--- src/rtl/mem_arbiter_if.sv ---
// Bundle of every handshake and bus signal around mem_arbiter: the fetch port,
// the data load/store port, the memory read/write channels and arb_busy.
// Modports:
//   slave  - arbiter view (requests and memory responses in; grants and completions out)
//   master - core + memory view (drives requests and memory responses)
interface mem_arbiter_if #(
    parameter int ADDR_W = 32,
    parameter int DATA_W = 32
);
    // instruction fetch port (read-only)
    logic              if_req;
    logic [ADDR_W-1:0] if_addr;
    logic [DATA_W-1:0] if_rdata;
    logic              if_done;

    // data load/store port
    logic              dm_req;
    logic              dm_we;
    logic [ADDR_W-1:0] dm_addr;
    logic [DATA_W-1:0] dm_wdata;
    logic [DATA_W-1:0] dm_rdata;
    logic              dm_done;

    // memory read channel
    logic [ADDR_W-1:0] mem_rd_addr;
    logic              mem_rd_addr_valid;
    logic [DATA_W-1:0] mem_rd_data;
    logic              mem_rd_ack;

    // memory write channel
    logic [ADDR_W-1:0] mem_wr_addr;
    logic [DATA_W-1:0] mem_wr_data;
    logic              mem_wr_data_valid;
    logic              mem_wr_ack;

    logic              arb_busy;

    modport slave (
        input  if_req, if_addr,
        input  dm_req, dm_we, dm_addr, dm_wdata,
        input  mem_rd_data, mem_rd_ack, mem_wr_ack,
        output if_rdata, if_done,
        output dm_rdata, dm_done,
        output mem_rd_addr, mem_rd_addr_valid,
        output mem_wr_addr, mem_wr_data, mem_wr_data_valid,
        output arb_busy
    );

    modport master (
        output if_req, if_addr,
        output dm_req, dm_we, dm_addr, dm_wdata,
        output mem_rd_data, mem_rd_ack, mem_wr_ack,
        input  if_rdata, if_done,
        input  dm_rdata, dm_done,
        input  mem_rd_addr, mem_rd_addr_valid,
        input  mem_wr_addr, mem_wr_data, mem_wr_data_valid,
        input  arb_busy
    );
endinterface

--- src/rtl/mem_arbiter.sv ---
// Purpose: shares one single-ported word memory between instruction fetch (read) and data load/store (read/write).
// Latency: request seen in cycle 0 -> valid in cycles 1-2 -> done + rdata in cycle 3; back-to-back issue period 4 cycles.
// Backpressure: requesters hold req until done; the arbiter waits on the memory's level ack rising then falling, no timeout.
//
// Ports: clk, reset (async, active-high), bus (mem_arbiter_if.slave: fetch port, data port,
//        memory read/write channels, arb_busy). All outputs come straight from registers.
// Build option: define MEM_ARB_RR_EN for round-robin between the two ports; otherwise the data
//        port has fixed priority over fetch.
module mem_arbiter #(
    parameter int ADDR_W = 32,
    parameter int DATA_W = 32
) (
    input logic           clk,
    input logic           reset,
    mem_arbiter_if.slave  bus
);

    typedef enum logic [1:0] {
        IDLE  = 2'd0,
        ISSUE = 2'd1,
        DRAIN = 2'd2
    } state_t;

    state_t            state_q,     state_d;
    logic              gnt_dm_q,    gnt_dm_d;     // 1 = data port owns the transaction
    logic              gnt_we_q,    gnt_we_d;     // 1 = transaction uses the write channel
    logic              rd_vld_q,    rd_vld_d;
    logic              wr_vld_q,    wr_vld_d;
    logic [ADDR_W-1:0] rd_addr_q,   rd_addr_d;
    logic [ADDR_W-1:0] wr_addr_q,   wr_addr_d;
    logic [DATA_W-1:0] wr_data_q,   wr_data_d;
    logic [DATA_W-1:0] if_rdata_q,  if_rdata_d;
    logic [DATA_W-1:0] dm_rdata_q,  dm_rdata_d;
    logic              if_done_q,   if_done_d;
    logic              dm_done_q,   dm_done_d;
    logic              busy_q,      busy_d;
`ifdef MEM_ARB_RR_EN
    logic              prio_dm_q,   prio_dm_d;    // 1 = data port wins the next tie
`endif

    logic if_pend;
    logic dm_pend;
    logic any_pend;
    logic pick_dm;
    logic gnt_ack;
    logic do_grant;

    // A port's req is still the old transaction's req in its own done cycle;
    // it only counts as a new request from the following cycle on.
    assign if_pend  = bus.if_req & ~if_done_q;
    assign dm_pend  = bus.dm_req & ~dm_done_q;
    assign any_pend = if_pend | dm_pend;

`ifdef MEM_ARB_RR_EN
    assign pick_dm = dm_pend & (~if_pend | prio_dm_q);
`else
    assign pick_dm = dm_pend;
`endif

    // Only the channel carrying the granted access is watched; the other ack is ignored.
    assign gnt_ack = gnt_we_q ? bus.mem_wr_ack : bus.mem_rd_ack;

    always_comb begin
        state_d    = state_q;
        gnt_dm_d   = gnt_dm_q;
        gnt_we_d   = gnt_we_q;
        rd_vld_d   = rd_vld_q;
        wr_vld_d   = wr_vld_q;
        rd_addr_d  = rd_addr_q;
        wr_addr_d  = wr_addr_q;
        wr_data_d  = wr_data_q;
        if_rdata_d = if_rdata_q;
        dm_rdata_d = dm_rdata_q;
        if_done_d  = 1'b0;
        dm_done_d  = 1'b0;
`ifdef MEM_ARB_RR_EN
        prio_dm_d  = prio_dm_q;
`endif
        do_grant   = 1'b0;

        case (state_q)
            IDLE: begin
                // Both acks must be low so a stale ack left over from before a
                // reset cannot complete the new access early.
                if (any_pend && !bus.mem_rd_ack && !bus.mem_wr_ack) begin
                    do_grant = 1'b1;
                end
            end
            ISSUE: begin
                if (gnt_ack) begin
                    rd_vld_d = 1'b0;
                    wr_vld_d = 1'b0;
                    state_d  = DRAIN;
                    if (gnt_dm_q) begin
                        dm_done_d = 1'b1;
                        if (!gnt_we_q) begin
                            dm_rdata_d = bus.mem_rd_data;
                        end
                    end else begin
                        if_done_d  = 1'b1;
                        if_rdata_d = bus.mem_rd_data;
                    end
                end
            end
            DRAIN: begin
                // Memory ack is a registered level; wait for it to fall before reuse.
                if (!gnt_ack) begin
                    if (any_pend) begin
                        do_grant = 1'b1;
                    end else begin
                        state_d = IDLE;
                    end
                end
            end
            default: begin
                state_d = IDLE;
            end
        endcase

        if (do_grant) begin
            state_d  = ISSUE;
            gnt_dm_d = pick_dm;
            gnt_we_d = pick_dm & bus.dm_we;
            if (pick_dm && bus.dm_we) begin
                wr_addr_d = bus.dm_addr;
                wr_data_d = bus.dm_wdata;
                wr_vld_d  = 1'b1;
            end else begin
                rd_addr_d = pick_dm ? bus.dm_addr : bus.if_addr;
                rd_vld_d  = 1'b1;
            end
`ifdef MEM_ARB_RR_EN
            prio_dm_d = ~pick_dm;
`endif
        end

        busy_d = (state_d != IDLE);
    end

    always_ff @(posedge clk or posedge reset) begin
        if (reset) begin
            state_q    <= IDLE;
            gnt_dm_q   <= 1'b0;
            gnt_we_q   <= 1'b0;
            rd_vld_q   <= 1'b0;
            wr_vld_q   <= 1'b0;
            rd_addr_q  <= '0;
            wr_addr_q  <= '0;
            wr_data_q  <= '0;
            if_rdata_q <= '0;
            dm_rdata_q <= '0;
            if_done_q  <= 1'b0;
            dm_done_q  <= 1'b0;
            busy_q     <= 1'b0;
`ifdef MEM_ARB_RR_EN
            prio_dm_q  <= 1'b1;
`endif
        end else begin
            state_q    <= state_d;
            gnt_dm_q   <= gnt_dm_d;
            gnt_we_q   <= gnt_we_d;
            rd_vld_q   <= rd_vld_d;
            wr_vld_q   <= wr_vld_d;
            rd_addr_q  <= rd_addr_d;
            wr_addr_q  <= wr_addr_d;
            wr_data_q  <= wr_data_d;
            if_rdata_q <= if_rdata_d;
            dm_rdata_q <= dm_rdata_d;
            if_done_q  <= if_done_d;
            dm_done_q  <= dm_done_d;
            busy_q     <= busy_d;
`ifdef MEM_ARB_RR_EN
            prio_dm_q  <= prio_dm_d;
`endif
        end
    end

    assign bus.if_rdata          = if_rdata_q;
    assign bus.if_done           = if_done_q;
    assign bus.dm_rdata          = dm_rdata_q;
    assign bus.dm_done           = dm_done_q;
    assign bus.mem_rd_addr       = rd_addr_q;
    assign bus.mem_rd_addr_valid = rd_vld_q;
    assign bus.mem_wr_addr       = wr_addr_q;
    assign bus.mem_wr_data       = wr_data_q;
    assign bus.mem_wr_data_valid = wr_vld_q;
    assign bus.arb_busy          = busy_q;

endmodule
--- src/flat_wrapper.sv ---
// flat-port wrapper written by rule: the top's interface ports become plain ports
module mem_arbiter_flat 
#(
    parameter int ADDR_W = 32,
    parameter int DATA_W = 32
)
  (clk, reset, bus_if_req, bus_if_addr, bus_dm_req, bus_dm_we, bus_dm_addr, bus_dm_wdata, bus_mem_rd_data, bus_mem_rd_ack, bus_mem_wr_ack, bus_if_rdata, bus_if_done, bus_dm_rdata, bus_dm_done, bus_mem_rd_addr, bus_mem_rd_addr_valid, bus_mem_wr_addr, bus_mem_wr_data, bus_mem_wr_data_valid, bus_arb_busy);
  mem_arbiter_if #(.ADDR_W(ADDR_W), .DATA_W(DATA_W)) bus_i ();
  input logic clk;
  input logic reset;
  input wire logic [$bits(bus_i.if_req)-1:0] bus_if_req;
  input wire logic [$bits(bus_i.if_addr)-1:0] bus_if_addr;
  input wire logic [$bits(bus_i.dm_req)-1:0] bus_dm_req;
  input wire logic [$bits(bus_i.dm_we)-1:0] bus_dm_we;
  input wire logic [$bits(bus_i.dm_addr)-1:0] bus_dm_addr;
  input wire logic [$bits(bus_i.dm_wdata)-1:0] bus_dm_wdata;
  input wire logic [$bits(bus_i.mem_rd_data)-1:0] bus_mem_rd_data;
  input wire logic [$bits(bus_i.mem_rd_ack)-1:0] bus_mem_rd_ack;
  input wire logic [$bits(bus_i.mem_wr_ack)-1:0] bus_mem_wr_ack;
  output wire logic [$bits(bus_i.if_rdata)-1:0] bus_if_rdata;
  output wire logic [$bits(bus_i.if_done)-1:0] bus_if_done;
  output wire logic [$bits(bus_i.dm_rdata)-1:0] bus_dm_rdata;
  output wire logic [$bits(bus_i.dm_done)-1:0] bus_dm_done;
  output wire logic [$bits(bus_i.mem_rd_addr)-1:0] bus_mem_rd_addr;
  output wire logic [$bits(bus_i.mem_rd_addr_valid)-1:0] bus_mem_rd_addr_valid;
  output wire logic [$bits(bus_i.mem_wr_addr)-1:0] bus_mem_wr_addr;
  output wire logic [$bits(bus_i.mem_wr_data)-1:0] bus_mem_wr_data;
  output wire logic [$bits(bus_i.mem_wr_data_valid)-1:0] bus_mem_wr_data_valid;
  output wire logic [$bits(bus_i.arb_busy)-1:0] bus_arb_busy;
  assign bus_i.if_req = bus_if_req;
  assign bus_i.if_addr = bus_if_addr;
  assign bus_i.dm_req = bus_dm_req;
  assign bus_i.dm_we = bus_dm_we;
  assign bus_i.dm_addr = bus_dm_addr;
  assign bus_i.dm_wdata = bus_dm_wdata;
  assign bus_i.mem_rd_data = bus_mem_rd_data;
  assign bus_i.mem_rd_ack = bus_mem_rd_ack;
  assign bus_i.mem_wr_ack = bus_mem_wr_ack;
  assign bus_if_rdata = bus_i.if_rdata;
  assign bus_if_done = bus_i.if_done;
  assign bus_dm_rdata = bus_i.dm_rdata;
  assign bus_dm_done = bus_i.dm_done;
  assign bus_mem_rd_addr = bus_i.mem_rd_addr;
  assign bus_mem_rd_addr_valid = bus_i.mem_rd_addr_valid;
  assign bus_mem_wr_addr = bus_i.mem_wr_addr;
  assign bus_mem_wr_data = bus_i.mem_wr_data;
  assign bus_mem_wr_data_valid = bus_i.mem_wr_data_valid;
  assign bus_arb_busy = bus_i.arb_busy;
  mem_arbiter #(.ADDR_W(ADDR_W), .DATA_W(DATA_W)) u_core (.clk(clk), .reset(reset), .bus(bus_i));
endmodule
--- config.mk ---
export PLATFORM = sky130hd
export DESIGN_NAME = mem_arbiter_flat
export DESIGN_NICKNAME = d
export VERILOG_FILES = /design/src/rtl/mem_arbiter_if.sv /design/src/rtl/mem_arbiter.sv /design/src/flat_wrapper.sv
export SDC_FILE = /design/constraint.sdc
export NUM_CORES = 1
export LEC_CHECK = 0
export CELL_PAD_IN_SITES_DETAIL_PLACEMENT = 1
export CELL_PAD_IN_SITES_GLOBAL_PLACEMENT = 2
export CORE_MARGIN = 5
export CORE_UTILIZATION = 27
export DETAILED_ROUTE_END_ITERATION = 7
export GPL_TIMING_DRIVEN = 0
export HOLD_SLACK_MARGIN = 0.05
export PLACE_DENSITY_LB_ADDON = 0.1
export SETUP_SLACK_MARGIN = 0.1
export SYNTH_ARGS = -nofsm -noshare
export SYNTH_HDL_FRONTEND = slang
export SYNTH_SLANG_ARGS = --single-unit
--- constraint.sdc ---
create_clock -name clk -period 9.41 [get_ports clk]
set_input_delay 2.823 -clock clk [delete_from_list [all_inputs] [get_ports clk]]
set_output_delay 2.823 -clock clk [all_outputs]
set_load 0.02 [all_outputs]
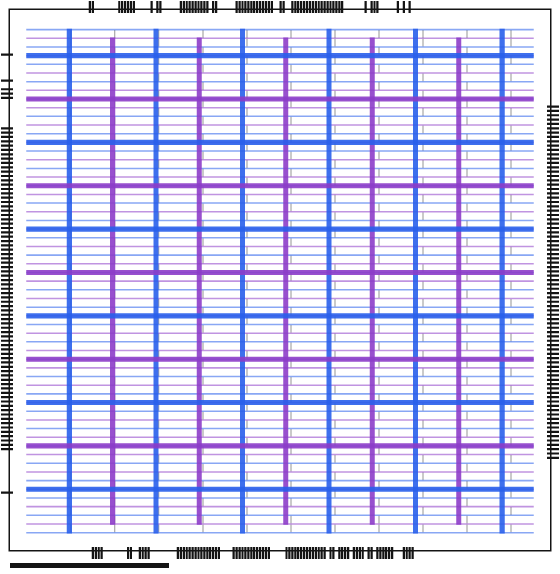
Figure 1: run 1, power grid.
Bar = 50 um. Pins as bars on the die edge. Tap cells in gray.
VDD: shown in purple. VSS: shown in blue.
11 straps on met5. 330 tap cells. The core has 58 rows.

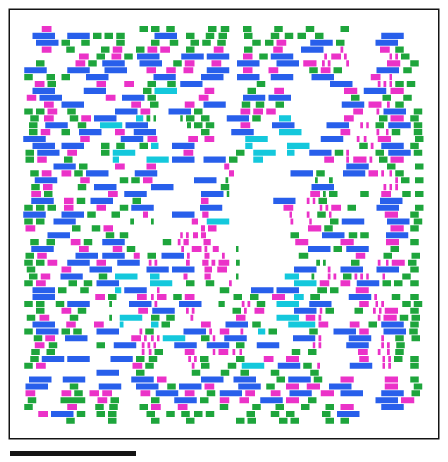
Figure 2: run 1, placement by cell class.
Bar = 50 um.
remaining logic cells: shown in magenta, cells 291. registers: shown in blue, cells 169. remaining buffers and delay cells: shown in green, cells 324. clock drivers and dummy loads: shown in cyan, cells 32.

==> run_results.csv, run 1 <==
group,metric,value,unit
synthesis,synthMuxAreaShare,28.1,%
synthesis,synthXorXnorAreaFrac,0,%
placement,dp_hpwl,16100,um
power_and_ir_drop,p_int,0.00247,W
critical_path,critical_path.max_stage_delay,0.48,ns
detailed_routing,drtIter0Drc,150,
die,initial_core_util,27.3,%
final_timing,rsz0062_at_grt,"false",
clocking,clk_pin_slew,0.07,ns
detailed_routing,drc,0,
final_timing,finalClockSkew,0.0138,ns
synthesis,ys_ff,169,
job,drv_cap,0,
global_route,track_usage,14.8,%
detailed_routing,drtPass1Iterations,4,
synthesis,avgSynthCellArea,14.2,um2
power_and_ir_drop,p_sw_share,35.9,%
critical_path,ff2ff_path_depth,6,
run_status,status,"complete, no violations",
finish,instances_no_fill,1146,
power_and_ir_drop,p_comb_share,48.3,%
critical_path,critPathRequiredTime,9.71,ns
synthesis,ys_top_logic_family,"multiplexers",
finish,final_common_cell,"clkdlybuf4s50_1",
power_and_ir_drop,power_frac_clock,18.4,%
global_route,grt_pass1_wl,33100,um
power_and_ir_drop,seq_power,0.00128,W
synthesis,area_leaders,"dfrtp_1 (62%), mux2_2 (20%), mux2_4 (6.6%)",
power_and_ir_drop,powerComb,0.00186,W
power_and_ir_drop,finalPower,0.00385,W
synthesis,synthTopCellsByCount,"dfrtp_1 (169), mux2_2 (123), nand2_1 (99)",
final_timing,hold_viol_final,0,
synthesis,postSynthSeqShare,61.7,%
power_and_ir_drop,power_clock,0.000707,W
global_route,grt_overflow,0,
synthesis,synthArstFlopShare,100,%
synthesis,synth_area,6860,um2
final_timing,relSlewSlack,55.7,%
synthesis,syn-num-nets,619,
synthesis,yosys_area,6860,um2
critical_path,path_depth,7,
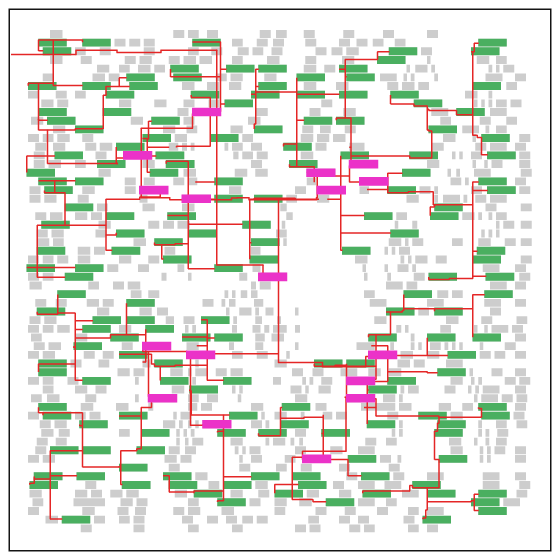
Figure 3: run 1, clock distribution.
clock wires: shown in red, length 2,360 um. clock-net drivers: shown in magenta, count 17. flip-flops: shown in green, count 169.
Position of the flops: spread over the die. There are 18 routed clock nets.

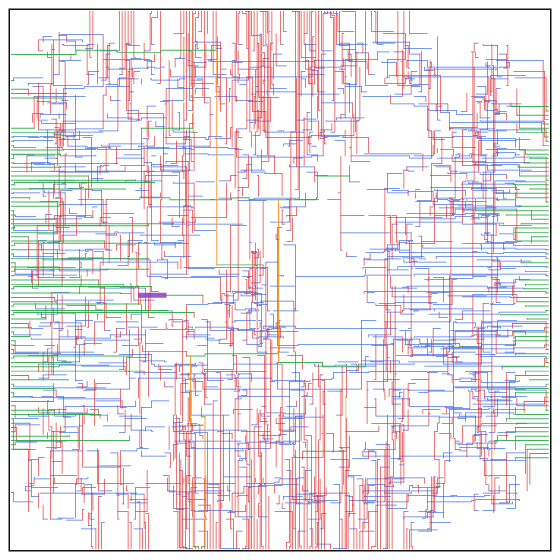
Figure 4: run 1, metal layers overlaid.
M4: shown in orange, wire length 258 um. M1: shown in blue, wire length 8,490 um. M2: shown in red, wire length 10,200 um. M3: shown in green, wire length 2,220 um. M5: shown in purple, wire length 7.40 um.

## run 1: per-stage QoR
| step | setup WS (ns) | utilization, % | hold slack [ns] | instance area (um2) |
|---|---|---|---|---|
| final | 4.59 | 43.4 | 0.481 | 10900 |
| after global routing | 4.34 | 43.4 | 0.522 | 10900 |
| after CTS | 4.49 | 43.4 | 0.490 | 10900 |
| after detailed placement | 4.04 | 41.0 | 0.470 | 10300 |
| after global placement | -0.518 | 40.9 | 0.466 | 10300 |
| after floorplan | 2.01 | - | 0.506 | 6860 |
## run 1: final cells by class
type,instances,area (um2),share of cell area (%)
repair buffers,300,3020,27.7
plain buffers,24,131,1.21
clock inverters,14,153,1.40
clock buffers,18,439,4.03
multi-input cells,287,2480,22.8
well taps,330,413,3.79
flip-flops and latches,169,4230,38.8
inverters,4,22.5,0.207
Figure 5. Routing congestion map (run 1).
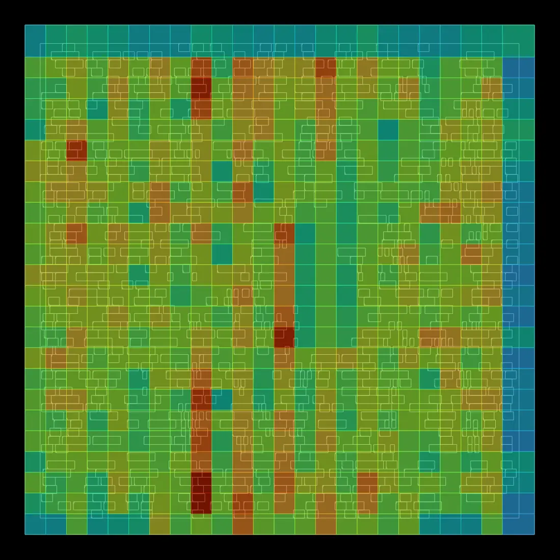

## Run 2: what changed since run 1
- CORE_UTILIZATION: 27 -> 24
- clock period: 9.41 -> 4.3 ns (I/O delays scaled with it)
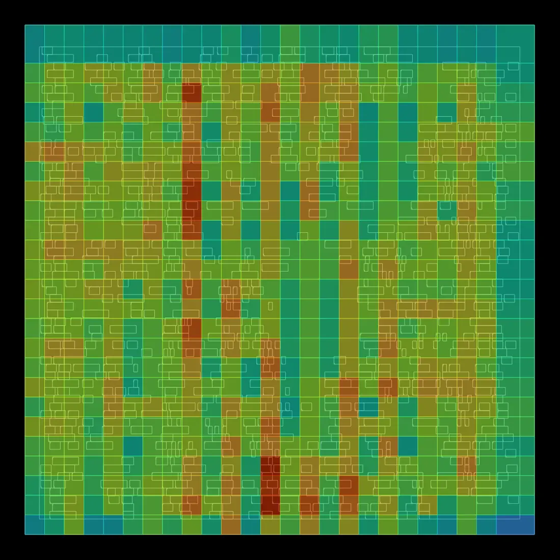
Figure 6: run 2, routing congestion map.
met2 Track Usage GR: 22.7%
met3 Track Usage GR: 7.11%

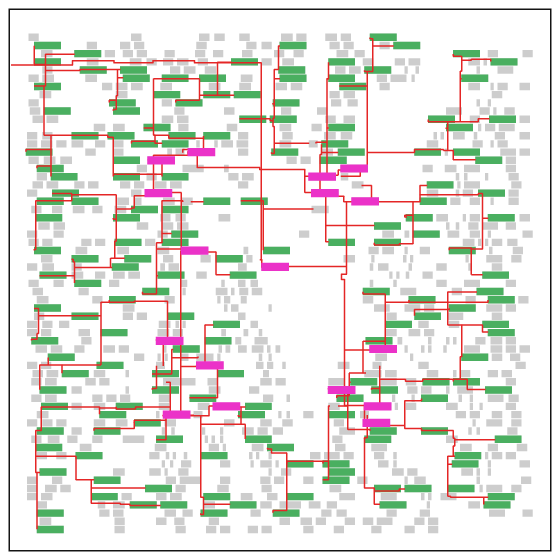
Figure 7: run 2, clock distribution.
clock-net drivers: shown in magenta, count 17. flip-flops: shown in green, count 169. clock wires: shown in red, length 2,530 um.
There are 18 routed clock nets.

==> run 2 against run 1 <==
Effect of this change:
- first-iteration DRC count decreased by 10%
- sequential power increased by 120%
- clock-buffer cell count decreased by 1
- setup slack got worse by 3.5 ns
- highest routed layer unchanged
==> run_results.csv, run 2 <==
group,metric,value,unit
run_status,status,"complete, no violations",
final_timing,hold_viol_final,0,
job,drv_cap,0,
synthesis,synthTopCellsByCount,"dfrtp_1 (169), mux2_2 (123), nand2_1 (99)",
final_timing,finalClockSkew,0.0168,ns
hold_path,hold-path-cell-count,2,
placement,dp_hpwl,17100,um
detailed_routing,wl_met2,10400,um
final_timing,relSlewSlack,53.4,%
detailed_routing,num_vias,4991,
finish,final_common_cell,"clkdlybuf4s50_1",
synthesis,postSynthSeqShare,61.7,%
global_route,grt_overflow,0,
die,initial_core_util,24.5,%
die,coreArea,28000,um2
placement,postPlaceCellArea,10400,um2
final_timing,rsz0062_at_grt,"false",
die,ioPinCount,300,
critical_path,worst_setup_path_start_kind,"input pin",
critical_path,critPathRequiredTime,4.60,ns
synthesis,synth_area,6860,um2
global_route,track_usage,14.0,%
final_timing,period_used_share,75.8,%
clocking,cts-root-to-sink-buffers,2,
clocking,clk_pin_slew,0.07,ns
placement,placedCellCount,1165,
detailed_routing,drtIter0Drc,135,
final_timing,fmax,307,MHz
clocking,cts.sinks,169,
synthesis,ys_ff,169,
critical_path,critical_path.max_stage_delay,0.48,ns
synthesis,yosys_area,6860,um2
power_and_ir_drop,powerDensity,770,nW/um2
critical_path,ff2ff_path_depth,5,
detailed_routing,drc,0,
placement,port_buffers,299,
synthesis,synthMuxAreaShare,28.1,%
critical_path,path_depth,7,
clocking,ctsHtreeMaxLevel,4,
finish,instances_no_fill,1197,
global_route,met1_usage,16.5,%
synthesis,ys_top_logic_family,"multiplexers",
synthesis,ys_types,26,
synthesis,avgSynthCellArea,14.2,um2
global_route,grt_pass1_vias,5886,
power_and_ir_drop,finalPower,0.00848,W
final_timing,tightestPinTransition,0.697,ns
final_timing,timing.final.ws_setup,1.04,ns
synthesis,synthXorXnorAreaFrac,0,%
detailed_routing,drtPass1Iterations,5,
finish,utilization,39.3,%
finish,stdcell_area,11000,um2
synthesis,area_leaders,"dfrtp_1 (62%), mux2_2 (20%), mux2_4 (6.6%)",
synthesis,synthArstFlopShare,100,%
placement,dp_slack,0.462,ns
finish,nFillCells,2983,
detailed_routing,drt_wl_total,22400,um
global_route,grt_pass1_wl,34500,um
final_timing,whs,0.489,ns
critical_path,crit_type,"input pin to register",
synthesis,syn-num-nets,619,
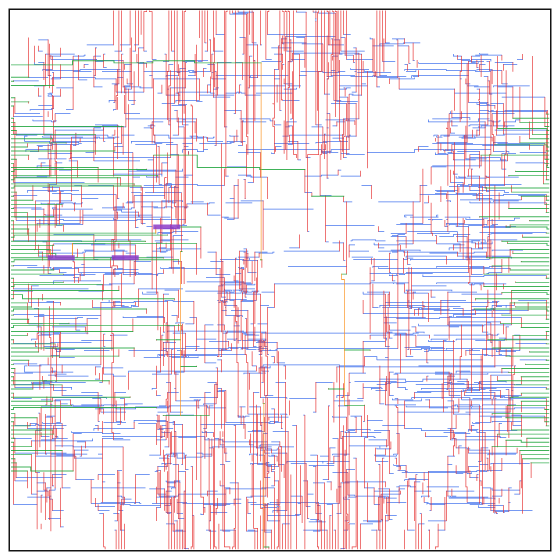
Figure 8: run 2, metal layers overlaid.
M1: shown in blue, wire length 9,050 um. M3: shown in green, wire length 2,690 um. M4: shown in orange, wire length 221 um. M2: shown in red, wire length 10,400 um. M5: shown in purple, wire length 22.1 um.

run 2: cell counts after synthesis:
No cell type changed its count.
run 2: cell type report:
cell class / instances / area [um2] / area share (%)
Tap cell: 378 / 473 / 4.29
Timing Repair Buffer: 303 / 3070 / 27.9
Buffer: 24 / 131 / 1.19
Clock buffer: 17 / 425 / 3.86
Sequential cell: 169 / 4230 / 38.4
Inverter: 4 / 18.8 / 0.170
Clock inverter: 15 / 180 / 1.64
Multi-Input combinational cell: 287 / 2480 / 22.5
run 2: report_power, final:
group	switching (W)	leakage (nW)	internal, W
sequential	0.000433	2.05	0.00238
combinational	0.00191	2.47	0.00218
clock	0.000740	0.289	0.000834
total	0.00308	4.81	0.00540
Figure 9. Placement by cell class (run 2).
Bar = 50 um.
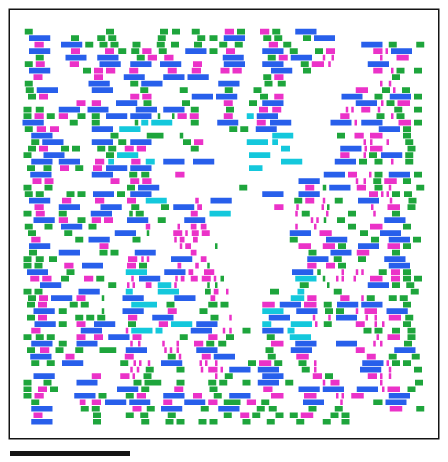

## Run 3: what changed since run 2
- clock period: 4.3 -> 2.8 ns (I/O delays scaled with it)
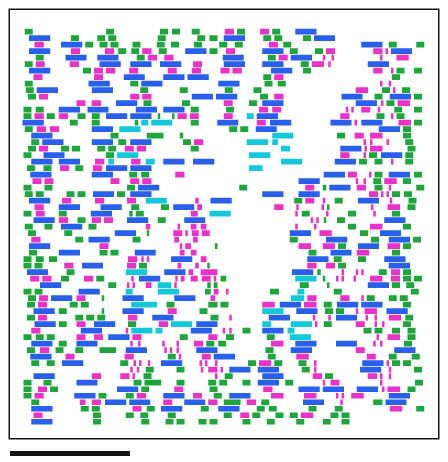
Figure 10: run 3, placement by cell class.
Bar = 50 um.
remaining logic cells: shown in magenta, cells 291. registers: shown in blue, cells 169. remaining buffers and delay cells: shown in green, cells 327. clock drivers and dummy loads: shown in cyan, cells 32.

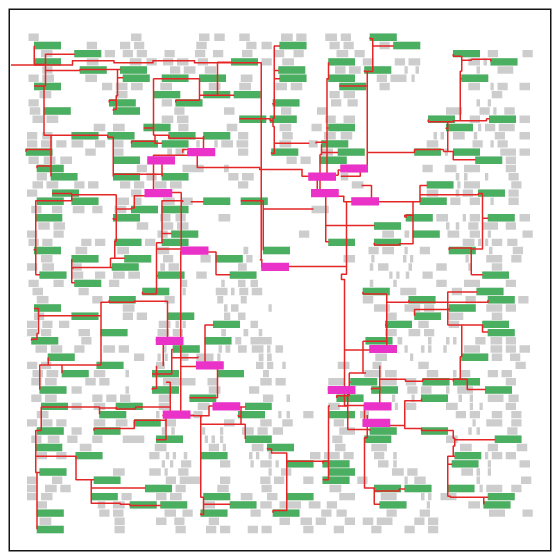
Figure 11: run 3, clock distribution.
flip-flops: shown in green, count 169. clock wires: shown in red, length 2,530 um. clock-net drivers: shown in magenta, count 17.
Position of the flops: spread over the die.

==> run 3 against run 2 <==
Effect of this change:
- area after synthesis stayed put
- highest routed layer unchanged
- worst hold slack barely moved
- die size did not move
- non-clock buffer count stayed put
- register-to-register slack got worse by 1.4 ns
- critical path type unchanged
- flip-flop count unchanged
- clock-buffer cell count is the same
- combinational power rose by 54%
==> run_results.csv, run 3 <==
group,metric,value,unit
run_status,status,"complete, no violations",
synthesis,yosys_area,6860,um2
synthesis,ys_ff,169,
finish,final-clk-cell-share,5.49,%
finish,seq_area,4230,um2
global_route,grt_overflow,0,
critical_path,worst_setup_path_start_kind,"input pin",
finish,sh_seq_area,38.4,%
job,drv_cap,0,
power_and_ir_drop,power_frac_clock,18.5,%
clocking,clk_pin_slew,0.07,ns
critical_path,crit_type,"input pin to register",
placement,dp_hpwl,17100,um
finish,sh_comb_area,22.6,%
finish,logic_gate_count,287,
clocking,ctsHtreeMaxLevel,4,
synthesis,synthXorXnorAreaFrac,0,%
global_route,grt_pass1_wl,34500,um
synthesis,synth_area,6860,um2
detailed_routing,drtPass1Iterations,5,
power_and_ir_drop,seq_power,0.00432,W
finish,nClkBuffers,17,
critical_path,critPathRequiredTime,3.10,ns
finish,layout.area.top_class,"sequential cells",
die,coreArea,28000,um2
power_and_ir_drop,powerComb,0.00630,W
power_and_ir_drop,switchingPower,0.00474,W
synthesis,postSynthSeqShare,61.7,%
synthesis,ys_top_logic_family,"multiplexers",
finish,seq_cell_count,169,
placement,port_buffers,299,
power_and_ir_drop,finalPower,0.0130,W
placement,dp_slack,-0.588,ns
finish,logic_area,2490,um2
synthesis,synthTopCellsByCount,"dfrtp_1 (169), mux2_2 (123), nand2_1 (99)",
critical_path,path_depth,7,
detailed_routing,drt_wl_total,22400,um
detailed_routing,wl_met2,10500,um
final_timing,rsz0062_at_grt,"true",
power_and_ir_drop,seqPwrFrac,33.1,%
power_and_ir_drop,p_int,0.00830,W
global_route,grt_pass1_vias,5884,
synthesis,synthMuxAreaShare,28.1,%
synthesis,ys_types,26,
power_and_ir_drop,power-top-group,"combinational logic",
global_route,grtUsageMet3,7.11,%
final_timing,tightestPinTransition,0.697,ns
synthesis,avgSynthCellArea,14.2,um2
synthesis,synthArstFlopShare,100,%
clocking,cts.sinks,169,
clocking,cts-root-to-sink-buffers,2,
final_timing,timing.final.ws_setup,0.210,ns
detailed_routing,drc,0,
final_timing,finalClockSkew,0.0168,ns
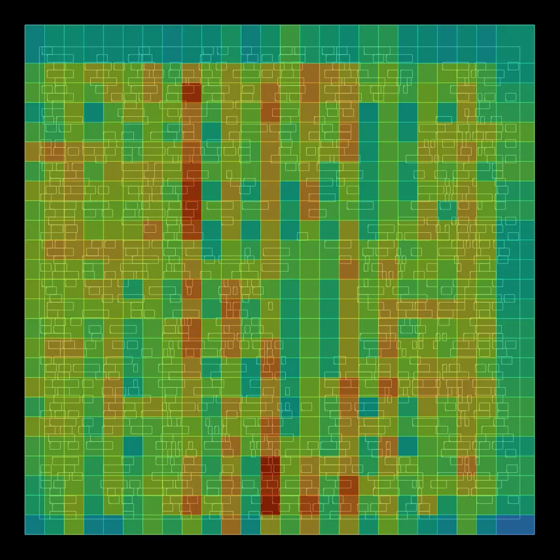
Figure 12: run 3, routing congestion map.
GRT busiest layer: met2
Total Routing Usage GR: 14.0%
met1 Usage GRT: 16.5%
post-layout util: 39.4%
routed wire length per instance: 18.7 um

==> run 3: cell counts after synthesis <==
Identical to the previous run, type by type.
==> run 3: per-stage QoR <==
| step | utilization (%) | hold WS, ns | area [um2] | instances |
|---|---|---|---|---|
| after floorplan | - | 0.506 | 6860 | 484 |
| after global placement | 36.9 | 0.468 | 10300 | 1161 |
| after detailed placement | 37.2 | 0.475 | 10400 | 1165 |
| after CTS | 39.3 | 0.495 | 11000 | 1197 |
| after global routing | 39.4 | 0.513 | 11000 | 1197 |
| final | 39.4 | 0.489 | 11000 | 1197 |
==> run 3: logic make-up after synthesis <==
| logic type | count (synthesis) |
|---|---|
| flip-flops | 169 |
| AND-OR/OR-AND | 15 |
| AND/OR/NAND/NOR | 111 |
| buffers and inverters | 28 |
| multiplexers | 161 |
Power is estimated from default activity; no workload was simulated.
